met2.png
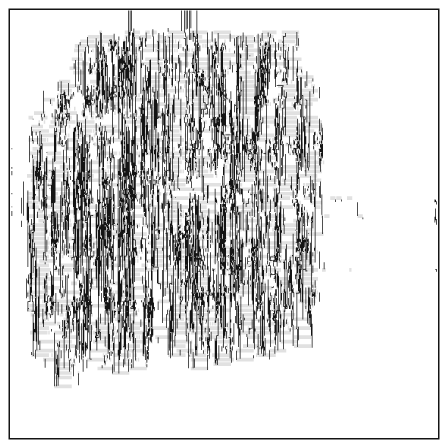
met4.png
Scale bar: 100 um.
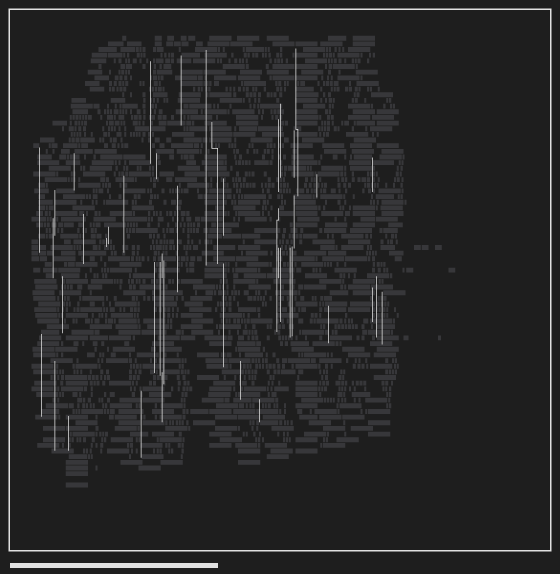
### config.mk
export PLATFORM = sky130hd
export DESIGN_NAME = pq_buffer_nb
export DESIGN_NICKNAME = d
export VERILOG_FILES = /design/src/rtl/pq_buffer_pkg.sv /design/src/rtl/dp_ram.sv /design/src/rtl/pq_clear_seq.sv /design/src/rtl/pq_buffer_nb.sv
export SDC_FILE = /design/constraint.sdc
export NUM_CORES = 1
export LEC_CHECK = 0
export ABC_AREA = 1
export CORE_MARGIN = 10
export CORE_UTILIZATION = 33
export DETAILED_ROUTE_END_ITERATION = 6
export SYNTH_ARGS = -nofsm -noshare
export SYNTH_HDL_FRONTEND = slang
export SYNTH_HIERARCHICAL = 1
export SYNTH_SLANG_ARGS = --single-unit
### constraint.sdc
create_clock -name clk -period 2.35 [get_ports clk]
set_input_delay 0.3525 -clock clk [delete_from_list [all_inputs] [get_ports clk]]
set_output_delay 0.3525 -clock clk [all_outputs]
set_load 0.02 [all_outputs]
### src/rtl/pq_buffer_pkg.sv
// Shared types and helpers for the N-bank rotating buffer.
package pq_buffer_pkg;

  localparam int unsigned MIN_BANKS = 2;
  localparam int unsigned MAX_BANKS = 8;
  // Widest bank pointer the helpers need to handle (MAX_BANKS = 8).
  localparam int unsigned PTR_W     = 3;

  typedef enum logic [1:0] {
    FREE,   // writable by the producer
    FULL,   // committed, readable by the consumer
    CLEAR   // released, awaiting or undergoing zeroing
  } bank_state_t;

  typedef enum logic {
    IDLE,
    RUN
  } seq_state_t;

  function automatic bit num_banks_ok(input int unsigned n);
    return (n >= MIN_BANKS) && (n <= MAX_BANKS);
  endfunction

  // Advance a ring pointer, wrapping from n-1 back to 0.
  function automatic logic [PTR_W-1:0] ptr_inc(input logic [PTR_W-1:0] ptr,
                                               input int unsigned       n);
    if ({29'd0, ptr} == n - 1) return '0;
    return ptr + 1'b1;
  endfunction

endpackage

### src/rtl/dp_ram.sv
// Simple dual-port RAM: one synchronous write port, one asynchronous read port.
module dp_ram #(
  parameter int DATA_WIDTH = 8,
  parameter int ADDR_WIDTH = 4
) (
  input  logic                  clk,
  input  logic                  we,
  input  logic [ADDR_WIDTH-1:0] waddr,
  input  logic [DATA_WIDTH-1:0] wdata,
  input  logic [ADDR_WIDTH-1:0] raddr,
  output logic [DATA_WIDTH-1:0] rdata
);

  logic [DATA_WIDTH-1:0] mem [2**ADDR_WIDTH];

  // Write port.
  // NOTE: the storage array is deliberately not reset; resetting a memory
  // forces it into flops and the buffer's contract never relies on it.
  // NOTE: sequential state is always updated with non-blocking assignments
  // so every flop samples pre-edge values regardless of block ordering.
  always_ff @(posedge clk) begin
    if (we) mem[waddr] <= wdata;
  end

  assign rdata = mem[raddr];

endmodule

### src/rtl/pq_clear_seq.sv
// Zero-clear sequencer: walks released banks in ring order and writes 0 to
// every address, one per cycle, then hands the bank back as FREE.
module pq_clear_seq
  import pq_buffer_pkg::*;
#(
  parameter  int          ADDR_WIDTH = 4,
  parameter  int unsigned NUM_BANKS  = 3,
  localparam int          BW         = $clog2(NUM_BANKS)
) (
  input  logic                  clk,
  input  logic                  rst,
  input  logic                  cur_clear,   // bank at clr_ptr is CLEAR
  input  logic                  next_clear,  // bank after clr_ptr is CLEAR
  input  logic                  at_rd,       // clr_ptr has caught up with rd_ptr
  output logic                  busy,
  output logic [BW-1:0]         clr_ptr,
  output logic [ADDR_WIDTH-1:0] clr_addr,
  output logic                  done         // last address written this cycle
);

  seq_state_t    state;
  logic          last;
  logic [BW-1:0] ptr_next;

  assign last     = (clr_addr == '1);
  assign done     = busy && last;
  assign ptr_next = BW'(ptr_inc(PTR_W'(clr_ptr), NUM_BANKS));

  // Sequencer FSM: start on a CLEAR bank, chain straight into the next one if
  // it is already pending, and skip banks that were released without a clear.
  always_ff @(posedge clk) begin
    if (rst) begin
      state    <= IDLE;
      busy     <= 1'b0;
      clr_ptr  <= '0;
      clr_addr <= '0;
    end else begin
      case (state)
        IDLE: begin
          clr_addr <= '0;
          if (cur_clear) begin
            state <= RUN;
            busy  <= 1'b1;
          end else if (!at_rd) begin
            clr_ptr <= ptr_next;
          end
        end
        RUN: begin
          clr_addr <= clr_addr + 1'b1;
          if (last) begin
            clr_ptr <= ptr_next;
            if (!next_clear) begin
              state <= IDLE;
              busy  <= 1'b0;
            end
          end
        end
        default: begin
          state <= IDLE;
          busy  <= 1'b0;
        end
      endcase
    end
  end

endmodule

### src/rtl/pq_buffer_nb.sv
// N-bank rotating buffer: the producer fills banks and the consumer drains
// them in ring order, with done/ready hand-over and optional zero-on-release.
module pq_buffer_nb
  import pq_buffer_pkg::*;
#(
  parameter  int          DATA_WIDTH = 8,
  parameter  int          ADDR_WIDTH = 4,
  parameter  int unsigned NUM_BANKS  = 3,
  localparam int          BW         = $clog2(NUM_BANKS)
) (
  input  logic                  clk,
  input  logic                  rst,
  input  logic                  wr_en,
  input  logic [ADDR_WIDTH-1:0] wr_addr,
  input  logic [DATA_WIDTH-1:0] din,
  input  logic                  wr_done,
  output logic                  wr_ready,
  input  logic                  rd_en,
  input  logic [ADDR_WIDTH-1:0] rd_addr,
  input  logic                  rd_done,
  output logic                  rd_ready,
  output logic [DATA_WIDTH-1:0] dout,
  output logic                  dout_valid,
  input  logic                  clr_on_rel,
  output logic                  clr_busy,
  output logic [BW-1:0]         fill_bank,
  output logic [BW-1:0]         drain_bank,
  output logic                  err
);

  if (!num_banks_ok(NUM_BANKS)) begin : g_bad_num_banks
    $error("pq_buffer_nb: NUM_BANKS must be in 2..8");
  end

  bank_state_t           bank_state [NUM_BANKS];
  logic [DATA_WIDTH-1:0] bank_rdata [NUM_BANKS];
  logic [BW-1:0]         wr_ptr, rd_ptr, clr_ptr, clr_ptr_nxt;
  logic [ADDR_WIDTH-1:0] clr_addr;
  logic                  clr_done;
  logic                  wr_acc, wr_commit, rd_acc, rd_rel, bad_req;

  assign wr_ready   = (bank_state[wr_ptr] == FREE);
  assign rd_ready   = (bank_state[rd_ptr] == FULL);
  assign wr_acc     = wr_en   && wr_ready;
  assign wr_commit  = wr_done && wr_ready;
  assign rd_acc     = rd_en   && rd_ready;
  assign rd_rel     = rd_done && rd_ready;
  assign bad_req    = ((wr_en || wr_done) && !wr_ready) ||
                      ((rd_en || rd_done) && !rd_ready);
  assign fill_bank  = wr_ptr;
  assign drain_bank = rd_ptr;
  assign clr_ptr_nxt = BW'(ptr_inc(PTR_W'(clr_ptr), NUM_BANKS));

  pq_clear_seq #(
    .ADDR_WIDTH (ADDR_WIDTH),
    .NUM_BANKS  (NUM_BANKS)
  ) u_clear_seq (
    .clk        (clk),
    .rst        (rst),
    .cur_clear  (bank_state[clr_ptr] == CLEAR),
    .next_clear (bank_state[clr_ptr_nxt] == CLEAR),
    .at_rd      (clr_ptr == rd_ptr),
    .busy       (clr_busy),
    .clr_ptr    (clr_ptr),
    .clr_addr   (clr_addr),
    .done       (clr_done)
  );

  // Each bank's write port is shared by the producer and the clear sequencer;
  // they never target the same bank since the fill bank is FREE and the
  // cleared bank is CLEAR. Nothing is written on a reset edge.
  for (genvar b = 0; b < NUM_BANKS; b++) begin : g_bank
    logic clr_hit, wr_hit;
    assign clr_hit = clr_busy && (clr_ptr == BW'(b));
    assign wr_hit  = wr_acc   && (wr_ptr  == BW'(b));

    dp_ram #(
      .DATA_WIDTH (DATA_WIDTH),
      .ADDR_WIDTH (ADDR_WIDTH)
    ) u_ram (
      .clk   (clk),
      .we    (!rst && (clr_hit || wr_hit)),
      .waddr (clr_hit ? clr_addr : wr_addr),
      .wdata (clr_hit ? '0 : din),
      .raddr (rd_addr),
      .rdata (bank_rdata[b])
    );
  end

  // Bank states and ring pointers: commit, release and clear completion always
  // touch three different banks, so all three may land on the same edge.
  always_ff @(posedge clk) begin
    if (rst) begin
      for (int i = 0; i < NUM_BANKS; i++) bank_state[i] <= FREE;
      wr_ptr <= '0;
      rd_ptr <= '0;
    end else begin
      if (wr_commit) begin
        bank_state[wr_ptr] <= FULL;
        wr_ptr             <= BW'(ptr_inc(PTR_W'(wr_ptr), NUM_BANKS));
      end
      if (rd_rel) begin
        bank_state[rd_ptr] <= clr_on_rel ? CLEAR : FREE;
        rd_ptr             <= BW'(ptr_inc(PTR_W'(rd_ptr), NUM_BANKS));
      end
      if (clr_done) bank_state[clr_ptr] <= FREE;
    end
  end

  // Registered read data and error pulse; the word is taken from the drain
  // bank at accept, so a same-cycle release cannot disturb it.
  always_ff @(posedge clk) begin
    if (rst) begin
      dout       <= '0;
      dout_valid <= 1'b0;
      err        <= 1'b0;
    end else begin
      dout_valid <= rd_acc;
      err        <= bad_req;
      if (rd_acc) dout <= bank_rdata[rd_ptr];
    end
  end

endmodule

==> reports/results.ini <==
[route]
wl_met2_um=23400
wl_met1_um=21700
antenna_left=0
topRoutingLayerUsed=met4
met3_length_um=3340
drc=0

[critical_path]
cp_max_fo=10
crit_arrival_ns=2.42
slowest_stage=dfxtp_1
start_kind=flip-flop
path_common_cell=nand2_1
worstRegToRegCells=7
cp_cell_sequence=nand2_1 > inv_2 > nand2_2 > o21ai_1 > nand2_1 > nor2_1 > buf_4
max_stage_delay_ns=0.43
crit_required_ns=2.60
path_depth=7

[cells_and_area]
largest_reg_flops=384
fillCellCount=5607
reg_top3=g_bank.u_ram/mem x384, bank_state x8, dout x8
diodes=0
clk_share=0.0678
ff_count=418
drive_gt1_frac=0.108
sh_comb_area=0.217
num-nets-final=2136
regMostFlops=g_bank.u_ram/mem
buffers=158
dominant_cells=flip-flops and latches
logic_area_um2=4830
sh_seq_area=0.547
seq_area_um2=12200
clock_buffers=53
syn_to_final_growth_pct=17.7
post-route-util=0.394
layout_top_cell=nand2_1

[power_and_ir_drop]
p_int_mw=13.7
cellPowerDensity_nw_per_um2=820
total_leakage_power_nw=9.64
p_sw_frac=0.254

[clock_network]
clk_pin_slew_ns=0.06
postCtsSetupRepairBufs=0
clock-sinks=418
cts.htree.levels=2
cts_resized=5
cts-buffers-inserted=43

[logic_synthesis]
ys_sh_simple=0.237
yosys_cells=1988
edf_count=384
ys_seq_share=0.644
ys.flop_type=edfxtp_1
synth-xor-area-share=0.00139
largest_area_cell=edfxtp_1
synthCells=1988
ys_area_um2=19000
synthTopCellsByCount=626 x nand2_1, 384 x edfxtp_1, 361 x inv_1, 325 x nand3_1, 88 x nor2_1
synth_flops=418
yosysWarnings=6
synth_cell_type_count=29
synth.avg_cell_area_um2=9.54
async_reset_ff_frac=0
syn_nets=2012

[placed_design]
gp_congestion=0.900
pre_cts_ws_ns=-0.243
dp_cells=2822

[floorplanning]
coreArea_um2=56600
initCoreUtil=0.335
ios=40
taps=756
die_w_um=260

[flow_run]
drv_cap=0

[global_route]
grt_pass1_wl_um=76200
first_global_vias=13399
grtUsageMet3=0.0230
grtUsageTotal=0.146
grt.overflow.total=0
grt_antenna_before_repair=0

[sta]
max_slew.worst_pin.slew_ns=0.728
finalCritPeriodShare=0.923
finalClockSkew_ns=0.0184
fmax_mhz=461
rsz0062_at_grt=no
finalSetupTns_ns=0
finalMaxSlewViolations=0
finalSetupViolations=0
fin_crit_ns=2.17

[hold_path]
hold_path_class=flip-flop to flip-flop

[run_status]
outcome=finished, final reports clean

Notes on met2.png above:
share of all routed wire	47%
nets with wire on the layer	1632
wire length on this layer	23.4 mm

Notes on met4.png above:
longest straight run	103 um
share of all routed wire	3.0%
wire length on this layer	1480 um
nets with wire on the layer	30

## path summary, 6_finish.rpt
path	slack, ns	start	endpoint
worst max-delay path	0.18	u_clear_seq/clr_ptr[0]	g_bank[1].u_ram/mem[1][2]
worst min-delay path	0.46	u_clear_seq/clr_addr[0]	u_clear_seq/clr_addr[0]
worst max register to register	0.18	u_clear_seq/clr_ptr[0]	g_bank[1].u_ram/mem[1][2]
worst min register to register	0.46	u_clear_seq/clr_addr[0]	u_clear_seq/clr_addr[0]
## power by group through the flow
stage                     combinational [mW]  sequential (mW)  clock (mW)
after floorplan                         1.35             8.72           0
after global placement                  2.45             8.69           0
after detailed placement                2.46             8.70           0
after CTS                               2.45             8.54        7.40
after global routing                    2.73             8.57        7.67
final                                   2.50             8.55        7.26
No activity file was given, so power comes from the tool's default toggle rates.
